### config.mk
export PLATFORM = sky130hd
export DESIGN_NAME = vd_frame_arbiter
export DESIGN_NICKNAME = d
export VERILOG_FILES = /design/src/rtl/vd_arb_pkg.sv /design/src/rtl/vd_frame_arbiter_rr_pick.sv /design/src/rtl/vd_frame_arbiter.sv
export SDC_FILE = /design/constraint.sdc
export NUM_CORES = 1
export LEC_CHECK = 0
export CORE_UTILIZATION = 47
export DETAILED_ROUTE_END_ITERATION = 10
export PLACE_DENSITY = 0.88
export SLEW_MARGIN = 40
export SYNTH_ARGS = -nofsm -noshare
export SYNTH_HDL_FRONTEND = slang
export SYNTH_SLANG_ARGS = --single-unit
### constraint.sdc
create_clock -name i_clk -period 3.68 [get_ports i_clk]
set_input_delay 0.368 -clock i_clk [delete_from_list [all_inputs] [get_ports i_clk]]
set_output_delay 0.368 -clock i_clk [all_outputs]
set_load 0.01 [all_outputs]
### src/rtl/vd_arb_pkg.sv
// vd_arb_pkg: shared state encoding and default widths for the Viterbi decoder arbiter.
package vd_arb_pkg;
  typedef enum logic [1:0] {IDLE, LAUNCH, WAIT, RESP} arb_state_e;
  localparam int IN_W_D    = 16;
  localparam int OUT_W_D   = 8;
  localparam int TIMEOUT_D = 64;
endpackage

### src/rtl/vd_frame_arbiter_rr_pick.sv
// rr_pick: round-robin winner select, searching upward from ptr+1 with wraparound.
module rr_pick #(
  parameter int N = 4,
  localparam int PW = $clog2(N)
) (
  input  logic [N-1:0]  req,
  input  logic [PW-1:0] ptr,
  output logic [N-1:0]  gnt,
  output logic [PW-1:0] idx,
  output logic          any
);
  logic [2*N-1:0] dbl;
  logic [N-1:0]   rot;
  int             pos;
  // Rotating the doubled vector puts ptr+1 at bit 0, so the lowest set bit is the winner.
  always_comb begin
    dbl = {req, req} >> (int'(ptr) + 1);
    rot = dbl[N-1:0];
    pos = 0;
    for (int i = N - 1; i >= 0; i--) if (rot[i]) pos = i;
    any = |req;
    idx = PW'((int'(ptr) + 1 + pos) % N);
    gnt = any ? (N'(1) << idx) : '0;
  end
endmodule

### src/rtl/vd_frame_arbiter.sv
// vd_frame_arbiter: shares one Viterbi decoder among N_REQ requesters, one transaction at a time.
module vd_frame_arbiter
  import vd_arb_pkg::*;
#(
  parameter int N_REQ       = 4,
  parameter int IN_W        = IN_W_D,
  parameter int OUT_W       = OUT_W_D,
  parameter int TIMEOUT_CYC = TIMEOUT_D
) (
  input  logic                   i_clk,
  input  logic                   i_rst_n,
  input  logic [N_REQ-1:0]       i_req,
  input  logic [N_REQ*IN_W-1:0]  i_req_data,
  output logic [N_REQ-1:0]       o_gnt,
  output logic [N_REQ-1:0]       o_rsp_valid,
  output logic [OUT_W-1:0]       o_rsp_data,
  output logic                   o_rsp_err,
  output logic                   o_busy,
  output logic                   o_vd_start,
  output logic [IN_W-1:0]        o_vd_data,
  input  logic [OUT_W-1:0]       i_vd_data,
  input  logic                   i_vd_valid,
  output logic                   o_stray
);
  localparam int PW = $clog2(N_REQ);
  localparam int CW = $clog2(TIMEOUT_CYC) + 1;
  arb_state_e       state;
  logic [PW-1:0]    ptr, w, pick_idx;
  logic [N_REQ-1:0] pick_gnt;
  logic             pick_any;
  logic [CW-1:0]    cnt;
  rr_pick #(.N(N_REQ)) u_pick (
    .req(i_req),
    .ptr(ptr),
    .gnt(pick_gnt),
    .idx(pick_idx),
    .any(pick_any)
  );
  assign o_busy = state != IDLE;
  always_ff @(posedge i_clk or negedge i_rst_n) begin
    if (!i_rst_n) begin
      state       <= IDLE;
      ptr         <= PW'(N_REQ - 1);
      w           <= '0;
      cnt         <= '0;
      o_gnt       <= '0;
      o_rsp_valid <= '0;
      o_rsp_data  <= '0;
      o_rsp_err   <= 1'b0;
      o_vd_start  <= 1'b0;
      o_vd_data   <= '0;
      o_stray     <= 1'b0;
    end else begin
      o_vd_start  <= 1'b0;
      o_rsp_valid <= '0;
      o_stray     <= i_vd_valid && state != WAIT;
      case (state)
        IDLE: if (pick_any) begin
          w          <= pick_idx;
          o_gnt      <= pick_gnt;
          o_vd_data  <= i_req_data[int'(pick_idx)*IN_W +: IN_W];
          o_vd_start <= 1'b1;
          state      <= LAUNCH;
        end
        LAUNCH: begin
          ptr   <= w;
          cnt   <= '0;
          state <= WAIT;
        end
        WAIT: if (i_vd_valid) begin
          o_rsp_data  <= i_vd_data;
          o_rsp_err   <= 1'b0;
          o_rsp_valid <= o_gnt;
          state       <= RESP;
        end else if (cnt == CW'(TIMEOUT_CYC - 1)) begin
          o_rsp_data  <= '0;
          o_rsp_err   <= 1'b1;
          o_rsp_valid <= o_gnt;
          state       <= RESP;
        end else begin
          cnt <= cnt + 1'b1;
        end
        RESP: begin
          o_gnt      <= '0;
          o_rsp_data <= '0;
          o_rsp_err  <= 1'b0;
          state      <= IDLE;
        end
        default: state <= IDLE;
      endcase
    end
  end
endmodule

==> Slide: Implementation Results <==
Flow Results at a Glance

Yosys
  • Top cells by area: dfrtp_1 33%, mux2_2 11%, mux2i_1 9.2%
  • Area share, top type: 0.3319
  • Yosys xor share: 0.04040
  • Yosys adder share: 0.02525
  • Yosys stat chip area: 0.003468 sq mm
  • Registers, synthesis: 48
  • Yosys cell count: 390

Pwr
  • Total combinational power: 2.92 mW
  • Comb pwr share: 0.683
  • Seq group: 893 uW

Setup path
  • Slowest cell delay on critical path: 0.68 ns
  • Crit path cell chain: nor2_1 -> a221oi_1 -> o221ai_1 -> ha_1 -> buf_4 -> mux2_2 -> nand2_1 -> nor2_1 -> mux2i_1 -> nand3_1
  • Reg-to-reg slack, setup: 0.83 ns
  • CP max FO: 24

Global routing
  • Gr busiest metal: met2
  • Global routing usage on met3: 0.03582
  • Overflow after GRT: 0

Clock network
  • CTS Buffer Depth: 2
  • H-tree levels: 2
  • Hold_buf cts: 0
  • CTS sink count: 48
  • Worst-skew pair later-pin latency: 0.30 ns

Routing
  • Initial DRC Count: 270

Finish
  • Area of the multi-input gates: 0.002083 sq mm
  • Flop count: 48
  • Final Net Count: 579
  • # fillers: 520
  • Multi-In Gates: 308

STA
  • Worst-Margin Slew: 0.6558 ns
  • Fin crit period: 2.847 ns
  • Final period util: 0.7736
  • Setup violators final: 0
  • Worst clock skew: 0.01176 ns

Outcome
  • Status: finished clean

Run
  • Tool warnings: 30

Placement
  • Final HPWL DP: 6.664 mm
[state kept, by name (all words and copies together) (netlist names)]
register     count
state            2
o_vd_start       1
o_vd_data       16
o_rsp_valid      4
o_rsp_err        1
w                2
o_rsp_data       8
cnt              7
o_gnt            4
ptr              2
o_stray          1
[path summary, 6_finish.rpt]
path / from / to / cells past startpoint
setup / recovery: ptr[0]$_DFFE_PN1P_ / o_vd_data[15]$_DFFE_PN0P_ / 10
hold / removal: i_rst_n / cnt[5]$_DFFE_PN0P_ / 1
setup reg to reg: ptr[0]$_DFFE_PN1P_ / o_vd_data[15]$_DFFE_PN0P_ / 10
hold reg to reg: w[0]$_DFFE_PN0P_ / w[0]$_DFFE_PN0P_ / 2
max in group asynchronous: i_rst_n / o_vd_data[14]$_DFFE_PN0P_ / 1
min in group i_clk: w[0]$_DFFE_PN0P_ / w[0]$_DFFE_PN0P_ / 2
[placed cells by master, fill, tap and decap left out, drive strengths merged, types with 7 or more instances in the layout]
cell type      netlist  final
clkdlybuf4s50        0    113
ha                   7      7
inv                  6      7
nand3               21     21
mux2                34     34
a32o                 9      9
a22o                10     10
xnor2                7      7
nand2               64     64
dfrtp               46     46
mux2i               32     32
o21ai                7      7
buf                 16     10
nor2                79     79
[per-layer routing]
layer  share of wire  routed length, um  vias to the layer above
met1            0.41               3764                     1576
met4           0.022                209                        0
li1                -                  -                     1552
met2            0.52               4826                      123
met3           0.053                492                       18
met5               0                  0                        -
[per-stage QoR]
step	power, mW	setup WS (ns)	area [sq um]	util
after global placement	3.525	0.5655	4614	0.6645
after CTS	4.134	0.6358	4766	0.6863
after floorplan	2.967	1.037	3468	-
final	4.280	0.8332	4796	0.6906
after global routing	4.561	0.6032	4796	0.6906
after detailed placement	3.649	0.3723	4628	0.6665
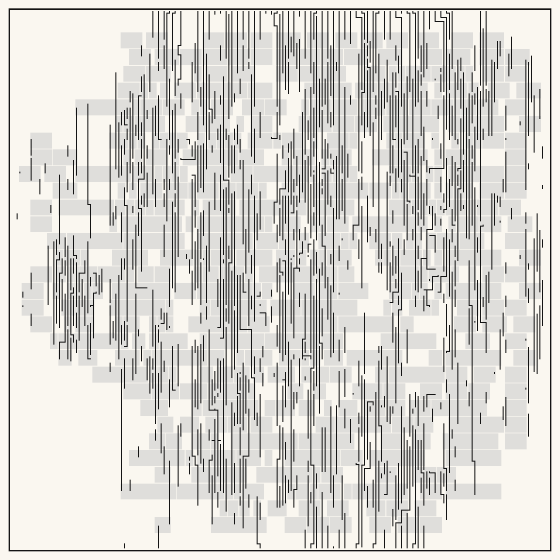
Fig. 1. Metal 2.
Cells faint in the background.
wire length on this layer: 4830 um
longest straight run: 36.4 um
main direction: vertical

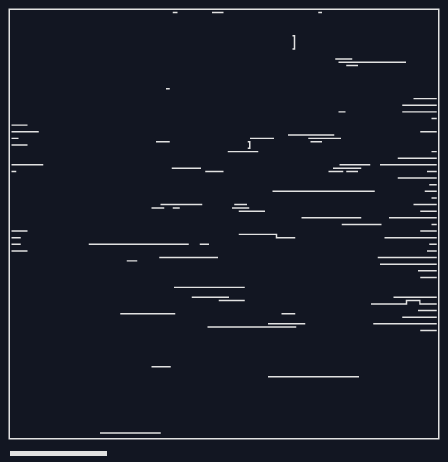
Fig. 2. M3 wires.
Scale bar: 20 um.
nets with wire on the layer: 72
share of all routed wire: 5.3%
longest straight run: 20.7 um
wire length on this layer: 492 um

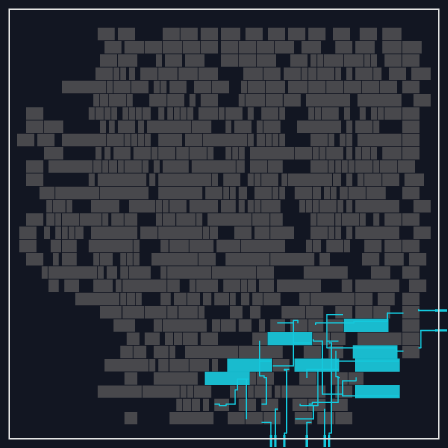
Fig. 3. Nets reached from selected ports.
| port | colour | bits | direction | edge | end cells | wire |
|---|---|---|---|---|---|---|
| `o_rsp_data` | cyan | 8 | output | 6 bottom, 2 right | 8 | 267 um |

Power is estimated from default activity; no workload was simulated.
